$ cat config.mk
export PLATFORM = sky130hd
export DESIGN_NAME = issue_scheduler
export DESIGN_NICKNAME = d
export VERILOG_FILES = /design/src/rtl/issue_scheduler.sv
export SDC_FILE = /design/constraint.sdc
export NUM_CORES = 1
export LEC_CHECK = 0
export CORE_MARGIN = 10
export CORE_UTILIZATION = 50
export DETAILED_ROUTE_END_ITERATION = 8
export PLACE_DENSITY = 0.71
export SLEW_MARGIN = 20
export SYNTH_ARGS = -nofsm -noshare
export SYNTH_HDL_FRONTEND = slang
export SYNTH_SLANG_ARGS = --single-unit
$ cat constraint.sdc
create_clock -name clk -period 6.21 [get_ports clk]
set_clock_uncertainty 0.05 [all_clocks]
set_input_delay 1.863 -clock clk [delete_from_list [all_inputs] [get_ports clk]]
set_output_delay 1.863 -clock clk [all_outputs]
set_load 0.02 [all_outputs]
$ cat src/rtl/issue_scheduler.sv
// Binds ready RS entries to idle ALUs round-robin, times each op by ALUOp, grants the CDB round-robin.
// Issue visible 1 cycle after sampling; a finished ALU holds its result in WB until it wins the CDB.
module issue_scheduler #(
  parameter int RS_ENTRIES = 8,
  parameter int NUM_ALU    = 2,
  parameter int ALUOP_BITS = 3,
  parameter int DELAY_LAT  = 4,
  parameter int EXP_LAT    = 8,
  localparam int IDXW      = $clog2(RS_ENTRIES),
  localparam int AW        = (NUM_ALU > 1) ? $clog2(NUM_ALU) : 1
) (
  input  logic                                   clk,
  input  logic                                   rst_n,
  input  logic                                   flush,
  input  logic [RS_ENTRIES-1:0]                  rdy_vec,
  input  logic [RS_ENTRIES-1:0][ALUOP_BITS-1:0]  rs_aluop,
  output logic [NUM_ALU-1:0]                     issue_valid,
  output logic [NUM_ALU-1:0][IDXW-1:0]           issue_idx,
  output logic [NUM_ALU-1:0][ALUOP_BITS-1:0]     issue_aluop,
  output logic [NUM_ALU-1:0]                     alu_busy,
  output logic                                   cdb_valid,
  output logic [AW-1:0]                          cdb_alu,
  output logic [IDXW-1:0]                        cdb_idx
);

  localparam int MAXLAT = (DELAY_LAT > EXP_LAT) ? DELAY_LAT : EXP_LAT;
  localparam int CW     = (MAXLAT > 1) ? $clog2(MAXLAT) : 1;
  localparam logic [ALUOP_BITS-1:0] OP_DELAY = ALUOP_BITS'(5);
  localparam logic [ALUOP_BITS-1:0] OP_EXP   = ALUOP_BITS'(7);

  typedef enum logic [1:0] {S_IDLE, S_EXEC, S_WB} alu_state_t;

  alu_state_t            state_q [NUM_ALU];
  alu_state_t            state_d [NUM_ALU];
  logic [CW-1:0]         cnt_q   [NUM_ALU];
  logic [CW-1:0]         cnt_d   [NUM_ALU];
  logic [IDXW-1:0]       tag_q   [NUM_ALU];
  logic [IDXW-1:0]       tag_d   [NUM_ALU];

  logic [RS_ENTRIES-1:0] issued_mask, mask_d, eligible;
  logic [IDXW-1:0]       issue_ptr, ptr_d;
  logic [AW-1:0]         cdb_ptr, cptr_d;

  logic [NUM_ALU-1:0]                 iv_d;
  logic [NUM_ALU-1:0][IDXW-1:0]       iidx_d;
  logic [NUM_ALU-1:0][ALUOP_BITS-1:0] iop_d;
  logic                               cv_d;
  logic [AW-1:0]                      calu_d;
  logic [IDXW-1:0]                    cidx_d;

  // EXEC count is loaded with LAT-1 so a 1-cycle op leaves EXEC at the next edge.
  function automatic logic [CW-1:0] lat_m1(input logic [ALUOP_BITS-1:0] op);
    if (op == OP_DELAY)    return CW'(DELAY_LAT - 1);
    else if (op == OP_EXP) return CW'(EXP_LAT - 1);
    else                   return '0;
  endfunction

  assign eligible = rdy_vec & ~issued_mask;

  always_comb begin
    for (int k = 0; k < NUM_ALU; k++) alu_busy[k] = (state_q[k] != S_IDLE);
  end

  always_comb begin
    logic [NUM_ALU-1:0] free;
    logic               granted;
    logic               placed;
    int                 p;
    int                 g;
    free    = '0;
    granted = 1'b0;
    placed  = 1'b0;
    p       = 0;
    g       = 0;
    state_d = state_q;
    cnt_d   = cnt_q;
    tag_d   = tag_q;
    mask_d  = issued_mask & rdy_vec;
    ptr_d   = issue_ptr;
    cptr_d  = cdb_ptr;
    iv_d    = '0;
    iidx_d  = '0;
    iop_d   = '0;
    cv_d    = 1'b0;
    calu_d  = '0;
    cidx_d  = '0;

    for (int k = 0; k < NUM_ALU; k++) begin
      free[k] = (state_q[k] == S_IDLE);
      if (state_q[k] == S_EXEC) begin
        if (cnt_q[k] == '0) state_d[k] = S_WB;
        else                cnt_d[k]   = cnt_q[k] - CW'(1);
      end
    end

    for (int j = 0; j < NUM_ALU; j++) begin
      g = int'(cdb_ptr) + j;
      if (g >= NUM_ALU) g = g - NUM_ALU;
      if (!granted && state_q[g] == S_WB) begin
        granted    = 1'b1;
        cv_d       = 1'b1;
        calu_d     = AW'(g);
        cidx_d     = tag_q[g];
        state_d[g] = S_IDLE;
        cptr_d     = AW'((g + 1) % NUM_ALU);
      end
    end

    // Free is sampled from the registered state, so an ALU granted this edge cannot also be issued.
    for (int j = 0; j < RS_ENTRIES; j++) begin
      p = int'(issue_ptr) + j;
      if (p >= RS_ENTRIES) p = p - RS_ENTRIES;
      placed = 1'b0;
      if (eligible[p]) begin
        for (int k = 0; k < NUM_ALU; k++) begin
          if (!placed && free[k]) begin
            placed     = 1'b1;
            free[k]    = 1'b0;
            iv_d[k]    = 1'b1;
            iidx_d[k]  = IDXW'(p);
            iop_d[k]   = rs_aluop[p];
            state_d[k] = S_EXEC;
            cnt_d[k]   = lat_m1(rs_aluop[p]);
            tag_d[k]   = IDXW'(p);
          end
        end
        if (placed) begin
          mask_d[p] = 1'b1;
          ptr_d     = IDXW'((p + 1) % RS_ENTRIES);
        end
      end
    end
  end

  always_ff @(posedge clk or negedge rst_n) begin
    if (!rst_n) begin
      for (int k = 0; k < NUM_ALU; k++) begin
        state_q[k] <= S_IDLE;
        cnt_q[k]   <= '0;
        tag_q[k]   <= '0;
      end
      issued_mask <= '0;
      issue_ptr   <= '0;
      cdb_ptr     <= '0;
      issue_valid <= '0;
      issue_idx   <= '0;
      issue_aluop <= '0;
      cdb_valid   <= 1'b0;
      cdb_alu     <= '0;
      cdb_idx     <= '0;
    end else if (flush) begin
      // Squash: any WB result is dropped without reaching the CDB.
      for (int k = 0; k < NUM_ALU; k++) begin
        state_q[k] <= S_IDLE;
        cnt_q[k]   <= '0;
        tag_q[k]   <= '0;
      end
      issued_mask <= '0;
      issue_ptr   <= '0;
      cdb_ptr     <= '0;
      issue_valid <= '0;
      issue_idx   <= '0;
      issue_aluop <= '0;
      cdb_valid   <= 1'b0;
      cdb_alu     <= '0;
      cdb_idx     <= '0;
    end else begin
      for (int k = 0; k < NUM_ALU; k++) begin
        state_q[k] <= state_d[k];
        cnt_q[k]   <= cnt_d[k];
        tag_q[k]   <= tag_d[k];
      end
      issued_mask <= mask_d;
      issue_ptr   <= ptr_d;
      cdb_ptr     <= cptr_d;
      issue_valid <= iv_d;
      issue_idx   <= iidx_d;
      issue_aluop <= iop_d;
      cdb_valid   <= cv_d;
      cdb_alu     <= calu_d;
      cdb_idx     <= cidx_d;
    end
  end

endmodule

==> images/port_trees.png <==
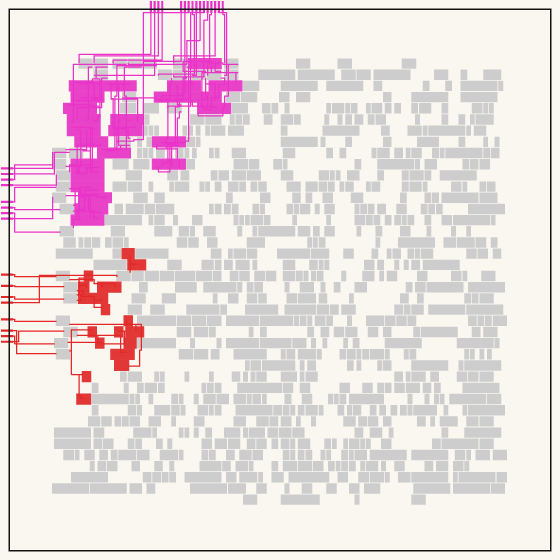
colour	port	bits	direction	end cells	buffers	wire
red	rdy_vec	8	input	24	8	264 um
magenta	rs_aluop	24	input	24	24	1170 um

==> images/placed.png <==
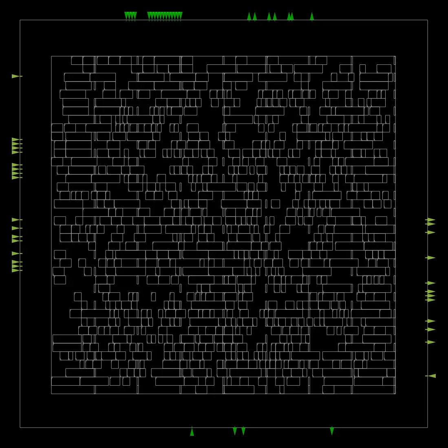
sequential share of cell area: 16.7%
floorplan core area: 0.0121 mm^2

==> images/route_heat.png <==
The die is cut into 26 by 26 equal tiles; black is low, pale yellow is high, scaled to the fullest tile. Values are wire area over tile area, all layers added.
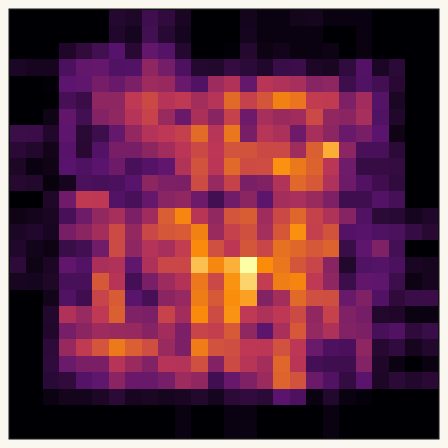
fullest tile	0.91
tiles over half the peak	18%
nearly empty tiles	20%

==> images/ff_map.png <==
Other sequential cells in the stronger grey, the rest of the logic in the fainter grey.
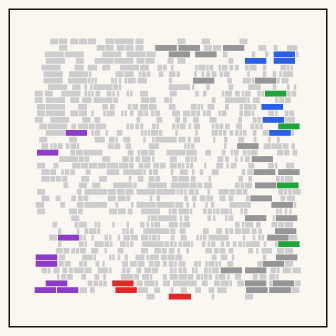
colour	signal	sequential cells
purple	issued_mask	8
blue	cnt_q	6
red	issue_ptr	3
green	state_q	4
not coloured	26

==> images/m3.png <==
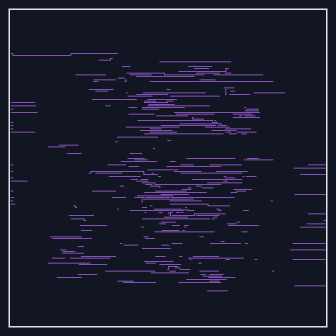
wire length on this layer	2240 um
share of all routed wire	9.3%
longest straight run	51.1 um
nets with wire on the layer	158
main direction	horizontal
drt total wl: 24100 um
via count: 6750

==> impl_results.rst <==
Flow metrics
------------

.. list-table::
   :header-rows: 1

   * - Metric
     - Value
   * - Worst hold slack
     - 0.482 ns
   * - Buffer share of cell area
     - 10.7%
   * - Number of gates resized after cts
     - 0
   * - Worst R2R End
     - issue_ptr[1]
   * - Flip-flop count of the largest register, all copies and words added
     - 8
   * - Library cell occupying the most area in the post-synthesis netlist
     - sky130_fd_sc_hd__dfrtp_1
   * - Max-slew violation total from the final report
     - 0
   * - Synthesis-stage register bit count
     - 47
   * - Tightest Pin Transition
     - 0.892 ns
   * - Full die area
     - 0.0173 mm^2
   * - Routed length on met3
     - 2240 um
   * - Number of rows in the core area
     - 40
   * - Register area
     - 0.00118 mm^2
   * - Post-Place Cells
     - 951
   * - Number of buffer cells added on primary ports
     - 55
   * - Total number of nets in the final design
     - 839
   * - Die outline height
     - 131 um
   * - Register containing the most flip-flops in the final layout
     - issued_mask
   * - Most instantiated flip-flop cell in the synthesis netlist
     - sky130_fd_sc_hd__dfrtp_1
   * - Layout cells sized above 1
     - 14.3%
   * - Result of the run
     - finished, final reports clean
   * - Grt ovf
     - 0
   * - Cells after synthesis
     - 757
   * - CP max stage delay
     - 0.74 ns
   * - FF-to-FF Start
     - issue_ptr[1]
